Fig. 1: run 1, routing congestion
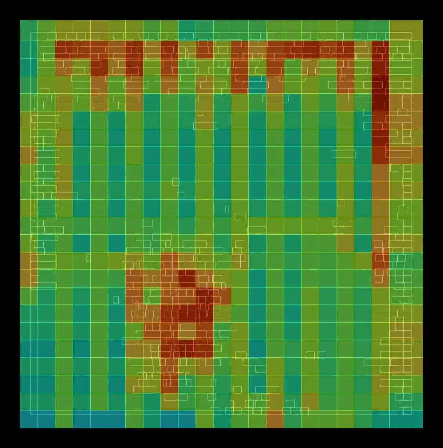
Fig. 2: run 1, M1 wires
Bar = 50 um.
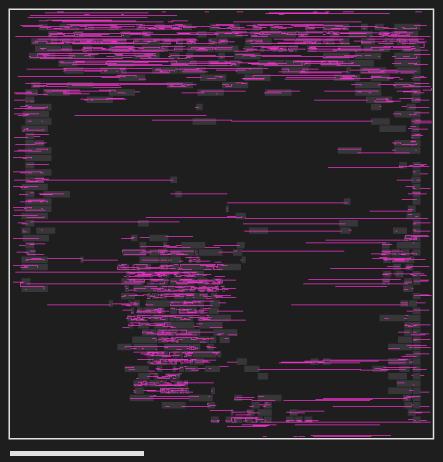
Fig. 3: run 1, signal metal coverage by tile
The die is cut into 32 by 32 equal tiles; white is low, dark blue is high, scaled to the fullest tile. Values are wire area over tile area, all layers added.
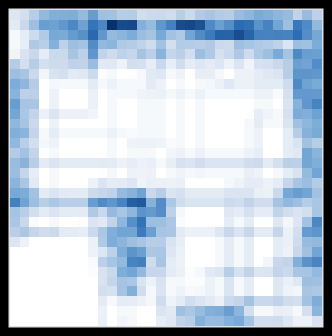
## src/rtl/ldpc_pkg.sv

```systemverilog
// Shared types and sizing helpers for the LDPC decoder front-end scheduler.
// Header word layout: [7:0] rows, [15:8] cols, [23:16] iterations, [31:24] block size.
package ldpc_pkg;

    typedef enum logic [3:0] {
        S_IDLE,
        S_CONF_HDR,
        S_CONF_GAP,
        S_CONF_BODY,
        S_FR_START,
        S_FR_GAP,
        S_FR_DATA,
        S_WAIT_DONE,
        S_DRAIN
    } sched_state_t;

    localparam int unsigned HDR_ROWS_LSB  = 0;
    localparam int unsigned HDR_COLS_LSB  = 8;
    localparam int unsigned HDR_ITERS_LSB = 16;
    localparam int unsigned HDR_BLK_LSB   = 24;

    // Decoder words needed to carry the full H-matrix body.
    function automatic int unsigned conf_words(input int unsigned rows, input int unsigned cols,
                                               input int unsigned wb, input int unsigned w);
        return (rows * cols * wb + w - 1) / w;
    endfunction

    function automatic int unsigned cnt_width(input int unsigned a, input int unsigned b);
        int unsigned m;
        m = (a > b) ? a : b;
        return $clog2(m + 1);
    endfunction

endpackage

```

## src/rtl/ldpc_rr_arbiter.sv

```systemverilog
// Round-robin grant among requesters, searching upward from a stored pointer.
module ldpc_rr_arbiter #(
    parameter int unsigned NUM_REQ = 2,
    parameter int unsigned ID_W    = 1
) (
    input  logic               clk,
    input  logic               rst,
    input  logic [NUM_REQ-1:0] req,
    input  logic               ptr_load,
    input  logic [ID_W-1:0]    ptr_val,
    output logic               gnt_valid,
    output logic [ID_W-1:0]    gnt_id
);

    logic [ID_W-1:0] ptr;

    always_ff @(posedge clk or posedge rst) begin
        if (rst)
            ptr <= '0;
        else if (ptr_load)
            ptr <= ptr_val;
    end

    always_comb begin
        int unsigned idx;
        idx       = 0;
        gnt_valid = 1'b0;
        gnt_id    = '0;
        for (int unsigned i = 0; i < NUM_REQ; i++) begin
            idx = (32'(ptr) + i) % NUM_REQ;
            if (!gnt_valid && req[idx]) begin
                gnt_valid = 1'b1;
                gnt_id    = ID_W'(idx);
            end
        end
    end

endmodule

```

## src/rtl/ldpc_frame_scheduler.sv

```systemverilog
// Loads H-matrix configuration into the shared ldpc_decoder and time-shares it between requesters per frame.
// Optional WAIT_DONE watchdog: define LDPC_SCHED_TIMEOUT_EN.
module ldpc_frame_scheduler
    import ldpc_pkg::*;
#(
    parameter int unsigned NUM_REQ        = 2,
    parameter int unsigned MAX_BLOCK_SIZE = 64,
    parameter int unsigned MAX_ROWS       = 18,
    parameter int unsigned MAX_COLS       = 32,
    parameter int unsigned WIDTH_BLOCK    = 6,
    parameter int unsigned TIMEOUT_CYC    = 4096
) (
    input  logic                          clk,
    input  logic                          rst,
    input  logic                          cfg_valid,
    input  logic [MAX_BLOCK_SIZE-1:0]     cfg_data,
    output logic                          cfg_ready,
    output logic                          cfg_err,
    input  logic [NUM_REQ-1:0]            in_valid,
    input  logic [NUM_REQ*MAX_BLOCK_SIZE-1:0] in_data,
    output logic [NUM_REQ-1:0]            in_ready,
    output logic                          dec_start_conf,
    output logic                          dec_start,
    output logic [MAX_BLOCK_SIZE-1:0]     dec_data_in,
    input  logic [MAX_BLOCK_SIZE-1:0]     dec_data_out,
    input  logic                          dec_valid,
    input  logic                          dec_done,
    output logic                          out_valid,
    output logic [MAX_BLOCK_SIZE-1:0]     out_data,
    output logic                          out_last,
    output logic [$clog2(NUM_REQ)-1:0]    out_id,
    output logic [1:0]                    out_status
);

    localparam int unsigned CONF_WORDS = conf_words(MAX_ROWS, MAX_COLS, WIDTH_BLOCK, MAX_BLOCK_SIZE);
    localparam int unsigned CNT_W      = cnt_width(CONF_WORDS, MAX_COLS);
    localparam int unsigned ID_W       = $clog2(NUM_REQ);
    localparam logic [CNT_W-1:0] CONF_LAST = CNT_W'(CONF_WORDS - 1);
    localparam logic [CNT_W-1:0] COLS_LAST = CNT_W'(MAX_COLS - 1);
    localparam logic [CNT_W-1:0] GAP_LAST  = CNT_W'(1);

    sched_state_t    state;
    logic [CNT_W-1:0] cnt;
    logic [ID_W-1:0] id;
    logic            frame_err;
    logic            dec_ok;
    logic            config_loaded;
    logic            gnt_valid;
    logic [ID_W-1:0] gnt_id;
    logic            ptr_load;
    logic [ID_W-1:0] ptr_val;

`ifdef LDPC_SCHED_TIMEOUT_EN
    localparam int unsigned TO_W = $clog2(TIMEOUT_CYC + 1);
    localparam logic [TO_W-1:0] TO_LAST = TO_W'(TIMEOUT_CYC - 1);
    logic [TO_W-1:0] to_cnt;
    logic            timed_out;
`endif

    assign ptr_load = (state == S_DRAIN) && (cnt == COLS_LAST);
    assign ptr_val  = (id == ID_W'(NUM_REQ - 1)) ? '0 : id + ID_W'(1);

    ldpc_rr_arbiter #(
        .NUM_REQ (NUM_REQ),
        .ID_W    (ID_W)
    ) u_arb (
        .clk       (clk),
        .rst       (rst),
        .req       (in_valid),
        .ptr_load  (ptr_load),
        .ptr_val   (ptr_val),
        .gnt_valid (gnt_valid),
        .gnt_id    (gnt_id)
    );

    always_ff @(posedge clk or posedge rst) begin
        if (rst) begin
            state         <= S_IDLE;
            cnt           <= '0;
            id            <= '0;
            frame_err     <= 1'b0;
            dec_ok        <= 1'b0;
            cfg_err       <= 1'b0;
            config_loaded <= 1'b0;
`ifdef LDPC_SCHED_TIMEOUT_EN
            to_cnt        <= '0;
            timed_out     <= 1'b0;
`endif
        end else begin
            case (state)
                S_IDLE: begin
                    cnt <= '0;
                    if (cfg_valid)
                        state <= S_CONF_HDR;
                    else if (config_loaded && gnt_valid) begin
                        id        <= gnt_id;
                        frame_err <= 1'b0;
                        dec_ok    <= 1'b0;
                        state     <= S_FR_START;
                    end
                end
                S_CONF_HDR: begin
                    cfg_err <= 1'b0;
                    state   <= S_CONF_GAP;
                end
                S_CONF_GAP: begin
                    if (cnt == GAP_LAST) begin
                        cnt   <= '0;
                        state <= S_CONF_BODY;
                    end else
                        cnt <= cnt + 1'b1;
                end
                S_CONF_BODY: begin
                    if (!cfg_valid)
                        cfg_err <= 1'b1;
                    if (cnt == CONF_LAST) begin
                        cnt           <= '0;
                        config_loaded <= 1'b1;
                        state         <= S_IDLE;
                    end else
                        cnt <= cnt + 1'b1;
                end
                S_FR_START: state <= S_FR_GAP;
                S_FR_GAP:   state <= S_FR_DATA;
                S_FR_DATA: begin
                    if (!in_valid[id])
                        frame_err <= 1'b1;
                    if (cnt == COLS_LAST) begin
                        cnt   <= '0;
                        state <= S_WAIT_DONE;
                    end else
                        cnt <= cnt + 1'b1;
                end
                S_WAIT_DONE: begin
                    if (dec_done) begin
                        dec_ok <= dec_valid;
                        state  <= S_DRAIN;
`ifdef LDPC_SCHED_TIMEOUT_EN
                        to_cnt <= '0;
                    end else if (to_cnt == TO_LAST) begin
                        to_cnt    <= '0;
                        timed_out <= 1'b1;
                        frame_err <= 1'b1;
                        dec_ok    <= 1'b0;
                        state     <= S_DRAIN;
                    end else begin
                        to_cnt <= to_cnt + 1'b1;
`endif
                    end
                end
                S_DRAIN: begin
                    if (cnt == COLS_LAST) begin
                        cnt   <= '0;
                        state <= S_IDLE;
`ifdef LDPC_SCHED_TIMEOUT_EN
                        timed_out <= 1'b0;
`endif
                    end else
                        cnt <= cnt + 1'b1;
                end
                default: state <= S_IDLE;
            endcase
        end
    end

    // Handshakes and decoder data are decoded from the registered state so they align with the word being moved.
    always_comb begin
        cfg_ready      = 1'b0;
        in_ready       = '0;
        dec_start_conf = 1'b0;
        dec_start      = 1'b0;
        dec_data_in    = '0;
        out_valid      = 1'b0;
        out_data       = '0;
        out_last       = 1'b0;
        out_id         = '0;
        out_status     = 2'b00;
        case (state)
            S_CONF_HDR: begin
                cfg_ready      = 1'b1;
                dec_start_conf = 1'b1;
                dec_data_in    = cfg_data;
            end
            S_CONF_BODY: begin
                cfg_ready      = 1'b1;
                dec_start_conf = (cnt == CONF_LAST);
                dec_data_in    = cfg_valid ? cfg_data : '0;
            end
            S_FR_START: dec_start = 1'b1;
            S_FR_DATA: begin
                in_ready    = NUM_REQ'(1) << id;
                dec_data_in = in_valid[id] ? in_data[32'(id)*MAX_BLOCK_SIZE +: MAX_BLOCK_SIZE] : '0;
            end
            S_DRAIN: begin
                out_valid = 1'b1;
`ifdef LDPC_SCHED_TIMEOUT_EN
                out_data  = timed_out ? '0 : dec_data_out;
`else
                out_data  = dec_data_out;
`endif
                out_id    = id;
                if (cnt == COLS_LAST) begin
                    out_last   = 1'b1;
                    out_status = {frame_err, dec_ok};
                end
            end
            default: ;
        endcase
    end

endmodule

```

## config.mk

```make
export PLATFORM = sky130hd
export DESIGN_NAME = ldpc_frame_scheduler
export DESIGN_NICKNAME = d
export VERILOG_FILES = /design/src/rtl/ldpc_pkg.sv /design/src/rtl/ldpc_rr_arbiter.sv /design/src/rtl/ldpc_frame_scheduler.sv
export SDC_FILE = /design/constraint.sdc
export NUM_CORES = 1
export LEC_CHECK = 0
export CORE_AREA = 4 4 154 156
export CTS_CLUSTER_SIZE = 16
export DETAILED_ROUTE_END_ITERATION = 8
export DIE_AREA = 0 0 158 160
export DONT_BUFFER_PORTS = 1
export GPL_TIMING_DRIVEN = 0
export SLEW_MARGIN = 30
export SYNTH_ARGS = -nofsm -noshare
export SYNTH_HDL_FRONTEND = slang
export SYNTH_SLANG_ARGS = --single-unit
```

## constraint.sdc

```tcl
create_clock -name clk -period 2.55 [get_ports clk]
set_clock_uncertainty 0.2 [all_clocks]
set_input_delay 0.6375 -clock clk [delete_from_list [all_inputs] [get_ports clk]]
set_output_delay 0.6375 -clock clk [all_outputs]
set_load 0.05 [all_outputs]
```

==> results.sh, run 1 <==
# implementation run metrics
export IMPL_grt_max_degree=17
export IMPL_hold_violations=0
export IMPL_logic_family="AND-OR/OR-AND gates"
export IMPL_root_buffer="clkbuf_16"
export IMPL_crit_chain="or4b_4 -> nor3_4 -> and2_4"
export IMPL_reg2reg_to="state[2]"
export IMPL_top_area_share_pct=22.9
export IMPL_utilization_pct=27.2
export IMPL_ios=402
export IMPL_synth_adder_area_share_pct=0.866
export IMPL_synth_most_common_cell="and2_1"
export IMPL_top_cells_by_area="mux2i_1 23%, o2bb2ai_1 20%, and2_1 15%"
export IMPL_synthCells=348
export IMPL_seqCellArea_um2=403
export IMPL_place_congestion=0.843
export IMPL_fillers=2275
export IMPL_drt_iter0_markers=179
export IMPL_chipArea_um2=25300
export IMPL_clockBufferDepth=2
export IMPL_critPathCaptureType="output pin"
export IMPL_yosys_area_top_type="mux2i_1"
export IMPL_aoi_share_pct=27.7
export IMPL_row_count=55
export IMPL_grt_overflow=0
export IMPL_setup_ws_ps=-480
export IMPL_yosysCellCount=348
export IMPL_crit_fanout=4
export IMPL_synth_flops=16
export IMPL_worstSetupPathDepth=3
export IMPL_startpoint_type="register"
export IMPL_relSlewSlack_pct=47.9
export IMPL_ys_seq_share_pct=13.9
export IMPL_peakVddDrop_uv=481
export IMPL_port_buffer_count=0
export IMPL_synth_chip_area_um2=2890
export IMPL_ys_sh_mux_pct=24.3
export IMPL_cts_made_buffers=3
export IMPL_setup_viol=134
export IMPL_power_per_cell_area_nw_per_um2=1020
export IMPL_grt_pass1_vias=3580
export IMPL_fin_tns_setup_ps=-48840
export IMPL_tightest_slew_ps=778
export IMPL_drv_cap=0
export IMPL_die_w_um=158
export IMPL_yosys_top_cells_count="68 x and2_1, 66 x mux2i_1, 66 x o2bb2ai_1, 16 x dfrtp_1, 14 x clkbuf_1"
export IMPL_cp_slowest_cell="nor3_4"
export IMPL_fp_nets=613
export IMPL_path_clk_slew_ps=50
export IMPL_worstSetupPathType="reg2out"
export IMPL_r2r_slack_ps=50
export IMPL_antenna_found_initial=4
export IMPL_synth_cell_types=49
export IMPL_drive_gt1_share_pct=62.2
export IMPL_hold_ws_ps=176
export IMPL_synth_area_um2=2890
export IMPL_violations="setup timing"
export IMPL_core_area_um2=22400
export IMPL_hpwl_um=15300
export IMPL_crit_required_ps=1710
export IMPL_grt_pass1_wl_um=27100
export IMPL_syn2layout_area_growth_pct=110
export IMPL_outcome="finished, violations left"
export IMPL_first_pass_iters=5
export IMPL_xor_share_pct=0.303
export IMPL_ys_sh_simple_pct=26.0
export IMPL_post_drt_via_cell_ratio=4.84
export IMPL_synth_async_reset_ratio_pct=100
export IMPL_r2r_start="state[2]"
export IMPL_yosysWarnings=0
export IMPL_drv_slew=0
export IMPL_final_nets=680
-- Fig. 1 (at the start) --
WL per Instance: 30.6 um
M1 GR Usage: 16.1%

-- Fig. 2 (at the start) --
The wires run mostly horizontal. The layer holds 35% of the routed length. 581 nets have wire on it. The layer carries 7480 um of wire.
drt total wl: 21400 um
via count: 3386

-- Fig. 3 (at the start) --
The mean over all tiles is 0.14. The emptiest ninth of the die: bottom left. 10% of the tiles are over half the peak. 21% of the tiles are nearly empty. The fullest tile reaches 0.70. The densest ninth of the die: top right.
Total Routing Usage GR: 14.9%

==> run 1: layout by cell type, fill, tap and decap left out, types with 4 or more instances in the layout <==
cell type / count
buf_4: 27
clkbuf_16: 17
buf_8: 10
dfrtp_1: 14
nor2_1: 7
o21ai_0: 5
buf_6: 21
inv_1: 9
buf_2: 4
nor2_4: 5
clkbuf_2: 4
nand2_1: 11
a21oi_1: 4
buf_16: 9
buf_12: 11
mux2i_1: 65
o2bb2ai_4: 64
and2_4: 66
==> run 1: worst register-to-register path: stages, from the launching register on <==
cell       delay [ps]
dfrtp_2           420
or4b_4            580
buf_6             140
buf_6             120
buf_4             130
buf_6             120
buf_6             120
a2bb2oi_4         170
nor4_4             80
mux2_4            300
==> run 1: metrics by stage <==
step | power [uW] | setup slack, ps | std cells | area (um^2)
floorplan | 3170 | -434 | 348 | 3170
global placement | 3550 | -1080 | 633 | 3530
detailed placement | 3680 | -1110 | 633 | 3650
CTS | 5900 | -533 | 688 | 5930
global route | 6430 | -533 | 699 | 6080
finish | 6230 | -480 | 699 | 6080
==> run 1: final cells by class <==
| class | instances | area share [%] |
|---|---|---|
| Antenna cell | 1 | 0.0412 |
| Buffer | 32 | 8.56 |
| Clock buffer | 3 | 1.24 |
| Inverter | 10 | 0.824 |
| Multi-Input combinational cell | 284 | 61.6 |
| Sequential cell | 16 | 6.63 |
| Tap cell | 285 | 5.87 |
| Timing Repair Buffer | 68 | 15.3 |
==> run 1: state kept, by name, indices dropped and copies added (netlist names) <==
| register | cells |
|---|---|
| cfg_err | 1 |
| state | 4 |
| cnt | 6 |
| config_loaded | 1 |
| id | 1 |
| u_arb.ptr | 1 |
| dec_ok | 1 |
| frame_err | 1 |
==> run 1: where the power goes <==
part	switching (uW)	leakage [uW]	total [uW]	internal, uW
combinational	3240	0.00189	5480	2240
clock	110	0.0000370	317	207
sequential	98.0	0.000202	428	330
total	3450	0.00212	6230	2780
==> run 1: worst max-delay path by stage <==
stage,endpoint
floorplan,dec_data_in[0]
global placement,dec_data_in[44]
detailed placement,dec_data_in[9]
CTS,out_status[0]
global route,out_status[0]
finish,out_status[0]
==> run 1: what timing repair did <==
| action | CTS | global route |
|---|---|---|
| setup buffers | 35 | 20 |
| pin swaps | 131 | 35 |
| gates resized | 262 | 40 |
| cloned | 17 | 3 |
| endpoints found under the hold margin | 0 | 0 |
| setup endpoints to repair | 137 | 140 |
==> run 1: cells by family after synthesis <==
| family | Yosys count |
|---|---|
| compound gates | 93 |
| xor+xnor | 1 |
| fa+ha+maj | 2 |
| buf+inv | 48 |
| flops | 16 |
| mux | 69 |
| simple gates | 119 |
==> run 1: layer usage <==
layer	routed length (um)	share of wire, %	track usage, %	up-vias
li1	-	-	-	1435
met3	2420	11	5.75	21
met1	7480	35	16.1	1666
met2	11200	52	27.5	258
met5	47	0.22	0	-
met4	195	0.91	2.56	6
Fig. 4: run 1, sequential cells grouped by signal name
Other sequential cells in the stronger gray, the rest of the logic in the fainter gray.
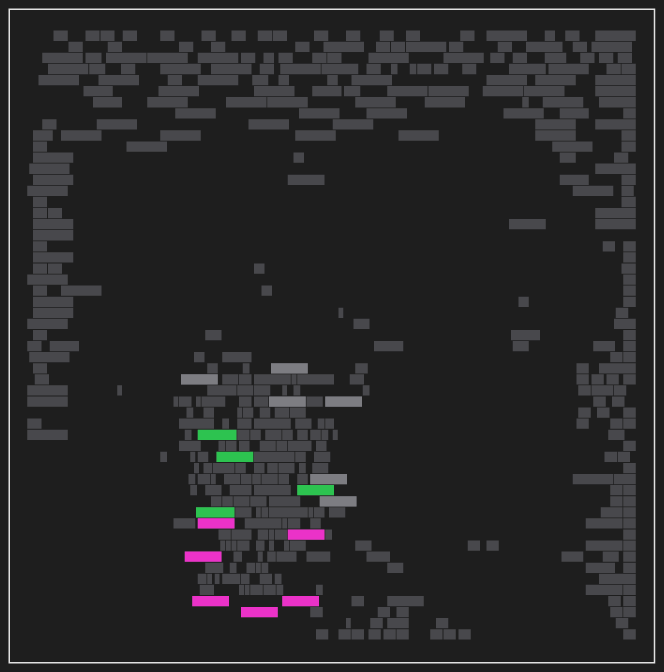

==> run 1 -> run 2 <==
- TNS_END_PERCENT: not set -> 50
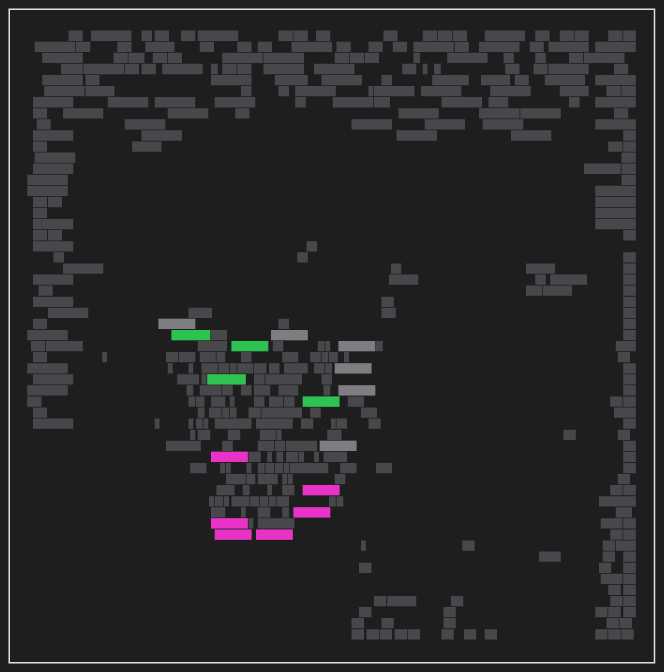
Fig. 5. Sequential cells grouped by signal name (run 2).
Other sequential cells in the stronger gray, the rest of the logic in the fainter gray.
Green marks `state`, placed flops 4. Magenta marks `cnt`, placed flops 6.
Another 6 sequential cells are not colored.
total sequential power: 422 uW
sequential cell area: 403 um^2
sequential share of cell area: 7.25%
Core Util, Final: 24.9%

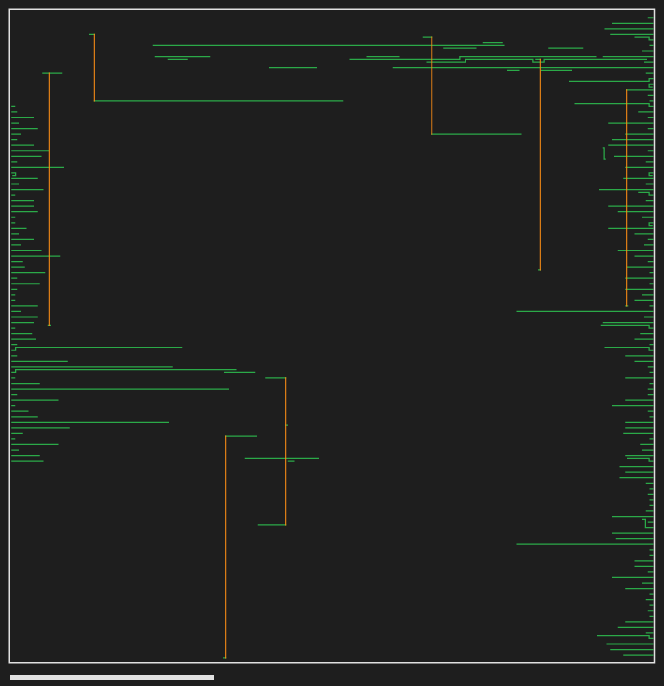
Fig. 6. Wiring by layer (run 2).
Bar = 50 um. Two of the layers only.
Green marks met3, wire length 1610 um. Orange marks met4, wire length 297 um.
drt total wl: 18700 um
via count: 3134
WL per Instance: 27.8 um
Total Routing Usage GR: 13.2%

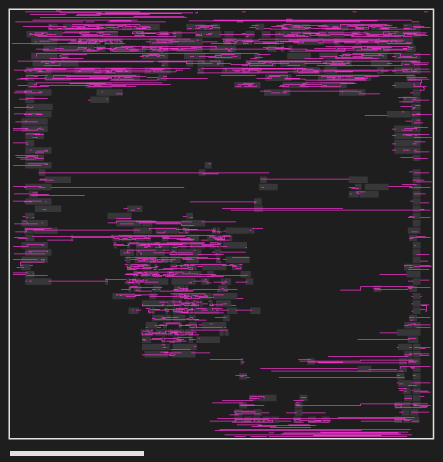
Fig. 7. M1 wires (run 2).
Bar = 50 um.
The longest straight run is 86.0 um. The layer carries 7520 um of wire. The layer holds 40% of the routed length.
M1 GR Usage: 16.7%

==> results.sh, run 2 <==
# implementation run metrics
export IMPL_outcome="finished, violations left"
export IMPL_violations="setup timing"
export IMPL_sw_frac_of_total_pct=58.1
export IMPL_hpwl_um=14100
export IMPL_synth_flops=16
export IMPL_layout_top_cell="and2_4"
export IMPL_power_per_cell_area_nw_per_um2=1010
export IMPL_grt_overflow=0
export IMPL_clockBufferDepth=2
export IMPL_grt_max_degree=17
export IMPL_top_area_share_pct=22.9
export IMPL_critPathCaptureType="output pin"
export IMPL_place_congestion=0.822
export IMPL_fp_nets=613
export IMPL_chipArea_um2=25300
export IMPL_crit_fanout=4
export IMPL_hold_violations=0
export IMPL_yosys_area_top_type="mux2i_1"
export IMPL_die_w_um=158
export IMPL_drive_gt1_share_pct=58.6
export IMPL_worstSetupPathType="reg2out"
export IMPL_startpoint_type="register"
export IMPL_setup_ws_ps=-499
export IMPL_yosysCellCount=348
export IMPL_yosys_top_cells_count="68 x and2_1, 66 x mux2i_1, 66 x o2bb2ai_1, 16 x dfrtp_1, 14 x clkbuf_1"
export IMPL_ios=402
export IMPL_synthCells=348
export IMPL_setup_viol=133
export IMPL_power_frac_seq_pct=7.5
export IMPL_root_buffer="clkbuf_16"
export IMPL_synth_area_um2=2890
export IMPL_final_area_um2=5560
export IMPL_first_pass_iters=4
export IMPL_internal_power_uw=2350
export IMPL_syn2layout_area_growth_pct=92.3
export IMPL_grt_pass1_wl_um=24500
export IMPL_post_drt_via_cell_ratio=4.67
export IMPL_largest_reg_flops=6
export IMPL_final_instance_count_excl_fill=671
export IMPL_cp_slowest_cell="nor3_4"
export IMPL_hold_ws_ps=169
export IMPL_synth_chip_area_um2=2890
export IMPL_cts_made_buffers=3
export IMPL_synth_cell_types=49
export IMPL_drt_iter0_markers=182
export IMPL_path_clk_slew_ps=50
export IMPL_peakVddDrop_uv=544
export IMPL_yosysWarnings=0
run 2: logic make-up (layout without fill, tap and decap cells):
| group | Yosys count | count (layout) | share of synthesized area, % |
|---|---|---|---|
| AND-OR/OR-AND | 93 | 93 | 27.7 |
| XOR/XNOR | 1 | 1 | 0.303 |
| adder cells (fa/ha/maj) | 2 | 2 | 0.866 |
| buffers and inverters | 48 | 84 | 7.01 |
| flip-flops | 16 | 16 | 13.9 |
| multiplexers | 69 | 69 | 24.3 |
| other | 0 | 2 | 0 |
| AND/OR/NAND/NOR | 119 | 119 | 26.0 |
run 2: path summary, 6_finish.rpt:
| path | slack (ps) | from | endpoint | cells past startpoint |
|---|---|---|---|---|
| max | -500 | state[1] | out_status[0] | 3 |
| min | 170 | rst | cnt[2] | 1 |
| max reg2reg | 140 | state[0] | state[0] | 7 |
| min reg2reg | 300 | config_loaded | config_loaded | 1 |
| max in group asynchronous | 1520 | rst | state[2] | 1 |
| min in group clk | 280 | in_valid[0] | id | 1 |
run 2: layout make-up:
cell class / instances / area [um^2]
fillers: 2321 / 16800
multi-input cells: 284 / 3750
plain buffers: 35 / 474
repair buffers: 35 / 435
flip-flops and latches: 16 / 403
well taps: 285 / 357
clock buffers: 4 / 88.8
inverters: 10 / 45.0
diodes: 2 / 5.00
run 2: timing repair:
action | CTS | global route
gates resized | 355 | 21
pin swaps | 134 | 19
buffers inserted | 19 | 10
gates cloned | 9 | 0
setup endpoints to repair | 137 | 136
run 2: metrics by stage:
stage	TNS, ps	total power (uW)
after floorplan	-35100	3130
after global placement	-89320	3500
after global routing	-47440	5790
final	-40840	5610
after detailed placement	-91880	3610
after CTS	-51600	5580
run 2: per-layer routing:
metal  GRT usage (%)  vias up  share of wire, %
li1                -     1369                 -
met5               0        -                 0
met2            22.9      228                49
met3            3.06       15               8.6
met1            16.7     1522                40
met4            2.60        0               1.6
run 2: power by group through the flow:
stage	Sequential [uW]	Clock (uW)	Combinational (uW)
finish	422	345	4840
global route	431	360	5000
CTS	420	352	4810
detailed placement	435	0	3180
global placement	431	0	3070
floorplan	410	0	2720
Fig. 8: run 2, routing congestion
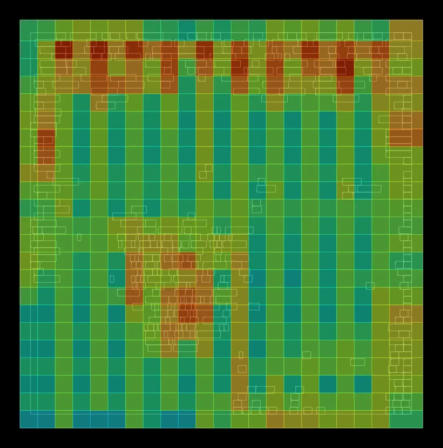

==> run 2 -> run 3 <==
- ABC_AREA: not set -> 1
- CORE_AREA: 4 4 154 156 -> 4 4 155 157
- DIE_AREA: 0 0 158 160 -> 0 0 159 161
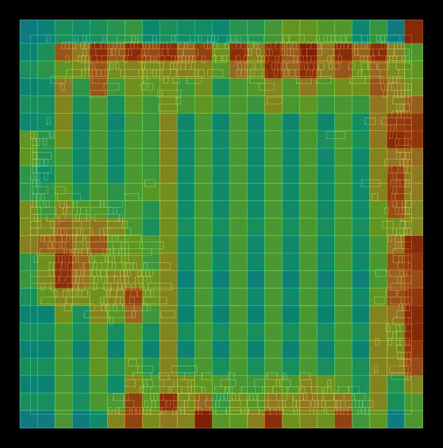
Fig. 9. Routing congestion (run 3).
WL per Instance: 18.3 um
busiest layer in global routing: met2
met2 Usage GRT: 23.5%
M1 GR Usage: 16.5%
met3 GRT Util: 2.40%

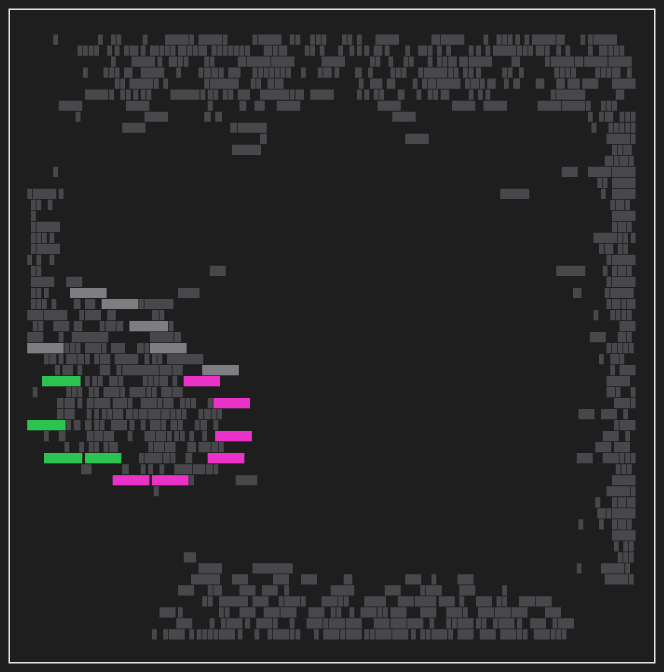
Fig. 10. Sequential cells grouped by signal name (run 3).
Other sequential cells in the stronger gray, the rest of the logic in the fainter gray.
Green marks `state`, placed flops 4. Magenta marks `cnt`, placed flops 6.
Another 6 sequential cells are not colored.
sequential share of cell area: 7.40%
Core Util, Final: 24.3%
total sequential power: 383 uW
sequential cell area: 405 um^2

==> results.sh, run 3 <==
# implementation run metrics
export IMPL_regMostFlops="cnt"
export IMPL_path_clk_slew_ps=50
export IMPL_synth_async_reset_ratio_pct=100
export IMPL_p_clk_share_pct=6.7
export IMPL_synthCells=705
export IMPL_first_pass_iters=5
export IMPL_tightest_slew_ps=647
export IMPL_grt_overflow=0
export IMPL_logic_family="simple AND/OR/NAND/NOR gates"
export IMPL_top_area_share_pct=25.1
export IMPL_antennaDiodeCount=0
export IMPL_layout_top_cell="nand2_1"
export IMPL_synth_most_common_cell="nand2_1"
export IMPL_yosysWarnings=0
export IMPL_lay_top_cells="246 x nand2_1, 146 x inv_1, 75 x nor2_4"
export IMPL_setup_viol=135
export IMPL_post_drt_via_cell_ratio=4.39
export IMPL_fp_nets=970
export IMPL_synth_area_um2=3720
export IMPL_ys_sh_simple_pct=46.8
export IMPL_synth_flops=16
export IMPL_power_per_cell_area_nw_per_um2=833
export IMPL_antenna_found_initial=0
export IMPL_crit_required_ps=1710
export IMPL_xor_share_pct=0.706
export IMPL_core_area_um2=22500
export IMPL_startpoint_type="register"
export IMPL_clockBufferDepth=2
export IMPL_power_frac_seq_pct=8.4
export IMPL_yosys_top_cells_count="249 x nand2_1, 148 x inv_1, 89 x nor2_1, 52 x nand2_2, 51 x o21ai_2"
export IMPL_yosysCellCount=705
export IMPL_grt_pass1_wl_um=26500
export IMPL_hold_violations=0
export IMPL_setup_ws_ps=-347
export IMPL_fillers=2453
export IMPL_mi_logic_area_um2=3480
export IMPL_ys_sh_mux_pct=0
export IMPL_sw_frac_of_total_pct=68.4
export IMPL_violations="setup timing"
export IMPL_grt_pass1_vias=4333
export IMPL_row_count=55
export IMPL_outcome="finished, violations left"
export IMPL_track_usage_pct=12.9
export IMPL_grt_max_degree=17
export IMPL_power_frac_comb_pct=84.9
export IMPL_place_congestion=0.926
export IMPL_final_nets=995
export IMPL_largest_reg_flops=6
export IMPL_port_buffer_count=0
export IMPL_internal_power_uw=1440
export IMPL_fin_tns_setup_ps=-34360
export IMPL_drv_slew=0
export IMPL_worstSetupPathType="reg2out"
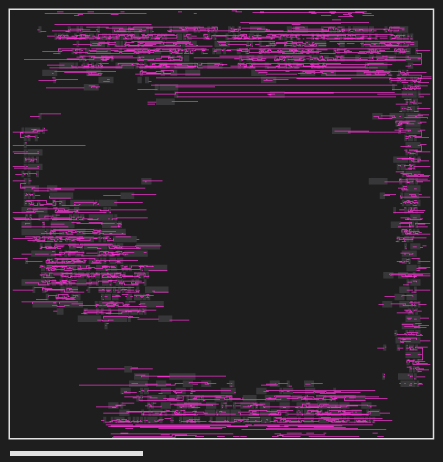
Fig. 11. M1 wires (run 3).
Bar = 50 um.
The longest straight run is 92.5 um. The layer holds 40% of the routed length.
drt total wl: 18500 um
via count: 4449

[run 3: worst paths after layout]
check                                       end          start
worst max-delay path            dec_data_in[38]       state[3]
worst min-delay path                   state[2]            rst
worst max register to register         state[0]       state[2]
worst min register to register    config_loaded  config_loaded
max in group asynchronous                    id            rst
min in group clk                  config_loaded  config_loaded
[run 3: area by class of cell]
type | instances | area share, %
buffer | 34 | 6.81
clock buffer | 3 | 1.37
inverter | 155 | 10.8
multi-input combinational | 500 | 63.6
sequential | 16 | 7.40
tap | 285 | 6.51
timing repair buffer | 20 | 3.56
[run 3: metrics by stage]
stage	util (%)	total power, uW	setup slack, ps	area (um^2)	hold slack [ps]
after detailed placement	20.5	3700	-694	4610	262
after floorplan	-	3260	-173	4250	241
after CTS	24.2	4520	-346	5450	194
after global placement	20.5	3680	-711	4610	265
final	24.3	4570	-347	5480	166
after global routing	24.3	4780	-401	5480	229
[run 3: cell families after synthesis]
| logic type | after synthesis |
|---|---|
| and+or+nand+nor | 412 |
| buffers and inverters | 189 |
| AOI/OAI and AO/OA | 83 |
| DFF | 16 |
| xor gates and xnor gates | 3 |
| adders and majority gates | 2 |
[run 3: power groups by stage]
stage,combinational (uW),sequential (uW),clock [uW]
2_1_floorplan,2880,386,0
4_1_cts,3830,383,310
3_3_place_gp,3280,405,0
6_report,3880,383,305
5_1_grt,4060,391,323
3_5_place_dp,3290,406,0
[run 3: critical path, cell delays in order, from the launching register on]
cell     delay (ps)
dfrtp_2         430
inv_2            70
nand2_2          80
nor2_4          350
o21ai_4         120
buf_12          180
buf_6           190
o21ai_4         380
[run 3: what timing repair did]
action	CTS	global route
setup endpoints to repair	135	137
hold endpoints to repair	0	0
setup buffers	19	0
pin swaps	8	6
gates resized	108	8
cloned	1	0
[run 3: per-layer routing]
layer,vias up,part of all wire (%),track usage [%]
met4,0,1.2,1.18
li1,2095,-,-
met3,16,7.2,2.40
met1,2075,40,16.5
met5,-,0,0
met2,263,51,23.5
No activity file was given, so power comes from the tool's default toggle rates.
